Design node_output_queue_flat, sky130hd; sources not shown.
Figure 1. The metal 1 layer.
(2 px per um) Supply wires on this layer in gray.
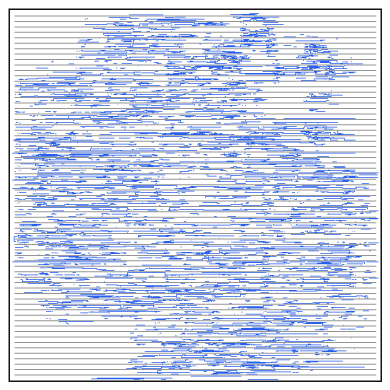
wire length on this layer: 13900 um
longest straight run: 63.9 um
share of all routed wire: 41%
main direction: horizontal
nets with wire on the layer: 876
met1 usage in global routing: 0.2676
drt total wl: 33.74 mm
routed via count: 7678

Figure 2. Metal 2.
(1.5 px per um) Cells faint in the background.
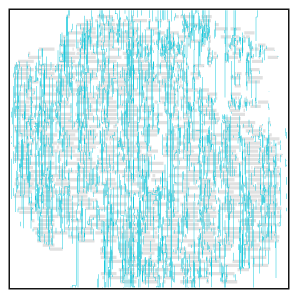
longest straight run: 106 um
share of all routed wire: 50%
wire length on this layer: 17000 um
main direction: vertical
nets with wire on the layer: 835
GR Layer Usage met2: 0.3348

Figure 3. M3 wires.
(2 px per um)
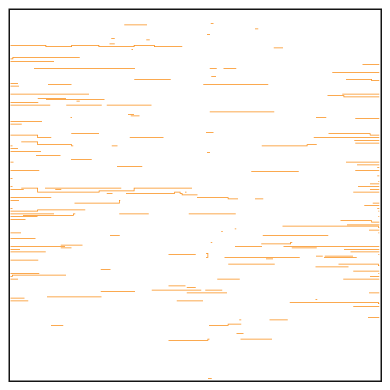
wire length on this layer: 2260 um
nets with wire on the layer: 124
longest straight run: 50.1 um
main direction: horizontal
share of all routed wire: 6.7%
Global Route met3 Usage: 0.04915

Figure 4. Signal wires on met4.
(2 px per um) Supply wires on this layer in gray.
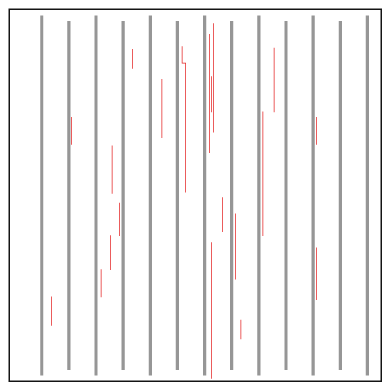
share of all routed wire: 1.8%
wire length on this layer: 604 um
longest straight run: 68.0 um

Figure 5. Placement view.
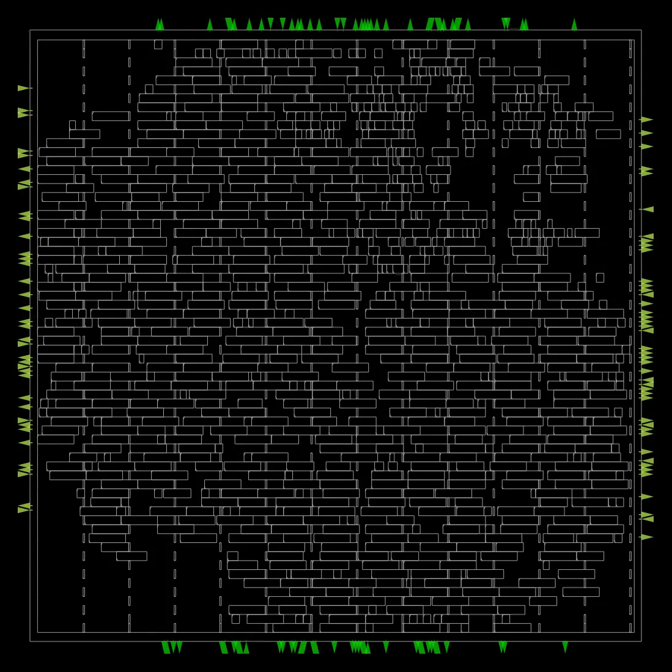
final core utilization: 0.5701
Filler Cell Count: 2404
Core ar.: 32450 um^2
Seq/total area: 0.6615
Finished Layout Cells: 1339

==> summary.txt <==
On the backend side, the flow ran end to end.

In the finished design, the share of the clock period the worst path needs comes to 0.9021. The gate count after technology mapping stands at 832. The post-synth count of flops with an enable pin is 384. The worst setup path is captured at an output port.

For this run, the detailed router reports a per-instance via density of 5.734. The final layout contains slightly above 900 nets. Per the synthesis report, the dominant area consumer among library cells is sky130_fd_sc_hd__edfxtp_1. The detailed router reports a met2 wire length of between 15 and 20 mm. Post-CTS repair ended up resizing 0 cells. The share of total power dissipated in the clock network is 0.392. The arrival time of data at the worst endpoint is listed as 2360 ps. The tightest min-delay check is of the primary input to flip-flop type. The number of remaining DRC errors stands at 0. In this run the tools logged warnings totalling 35. The share of synthesized area in the top cell type comes to 0.7020. Per the detail_route log, the uppermost layer with routed signals is met4. The count of antenna diodes in the layout stands at 0. The maximum frequency from static timing analysis stands at roughly 300 MHz.

Counting along the longest clock path gives a buffer depth of 3. The run finished with clean final reports. The register with the most flip-flops in the layout has 384 of them. Dividing the detail-routed wire length by the instance count gives 25.20 um. The fraction of layout instances using a drive strength above 1 stands at 0.2352. Per the detail_route log, met3 wirelength is 2.256 mm.

The worst-case reg-to-reg setup slack stands at 800 ps. The fraction of power spent switching nets stands at 0.2383.
-- metal layers --
metal,up-vias,track usage
met5,-,0
met1,4044,0.2676
met3,49,0.04915
met2,232,0.3348
li1,3353,-
met4,0,0.04698
-- kinds of logic after synthesis --
logic type	synth area share
xor+xnor	0.009598
buf+inv	0.01333
flops	0.7447
simple gates	0.07153
compound gates	0.01341
fa+ha+maj	0.01432
mux	0.1332
-- cell usage after synthesis (3+ instances only) --
cell type,instances
sky130_fd_sc_hd__nor3_1,4
sky130_fd_sc_hd__nand3_1,12
sky130_fd_sc_hd__o31ai_1,3
sky130_fd_sc_hd__inv_1,16
sky130_fd_sc_hd__fa_1,3
sky130_fd_sc_hd__ha_1,14
sky130_fd_sc_hd__buf_2,10
sky130_fd_sc_hd__and2_1,109
sky130_fd_sc_hd__xnor2_1,11
sky130_fd_sc_hd__dfxtp_1,35
sky130_fd_sc_hd__o21ai_0,6
sky130_fd_sc_hd__a21oi_1,10
sky130_fd_sc_hd__mux4_2,96
sky130_fd_sc_hd__or3_1,5
sky130_fd_sc_hd__xor2_1,7
sky130_fd_sc_hd__nand2_1,8
sky130_fd_sc_hd__clkbuf_1,27
sky130_fd_sc_hd__edfxtp_1,384
sky130_fd_sc_hd__nor2_1,29
-- power by group through the flow --
stage                     combinational (mW)  sequential (mW)  clock [mW]
after floorplan                        0.788             5.36           0
after global placement                  1.01             5.40           0
after detailed placement                1.01             5.40           0
after CTS                               1.02             5.31        4.13
after global routing                    1.06             5.31        4.32
final                                  0.999             5.30        4.06
-- layout make-up --
cell class | instances | area share
flip-flops and latches | 419 | 0.6615
multi-input cells | 358 | 0.2158
clock buffers | 56 | 0.06080
well taps | 442 | 0.02989
repair buffers | 27 | 0.01839
clock inverters | 21 | 0.01035
inverters | 16 | 0.003246
-- critical path, stage by stage (launching register included) --
cell and delay (ps):
sky130_fd_sc_hd__dfxtp_1 430, sky130_fd_sc_hd__or3_2 820, sky130_fd_sc_hd__buf_4 320, sky130_fd_sc_hd__and2_1 230
-- through the flow --
stage	hold slack [ps]	setup WS, ps	power, mW
global route	386.7	256.8	10.69
finish	402.6	362.2	10.36
global placement	447.2	411.6	6.412
floorplan	419.2	706.0	6.147
CTS	372.3	288.2	10.46
detailed placement	452.9	407.8	6.417
No activity file was given, so power comes from the tool's default toggle rates.
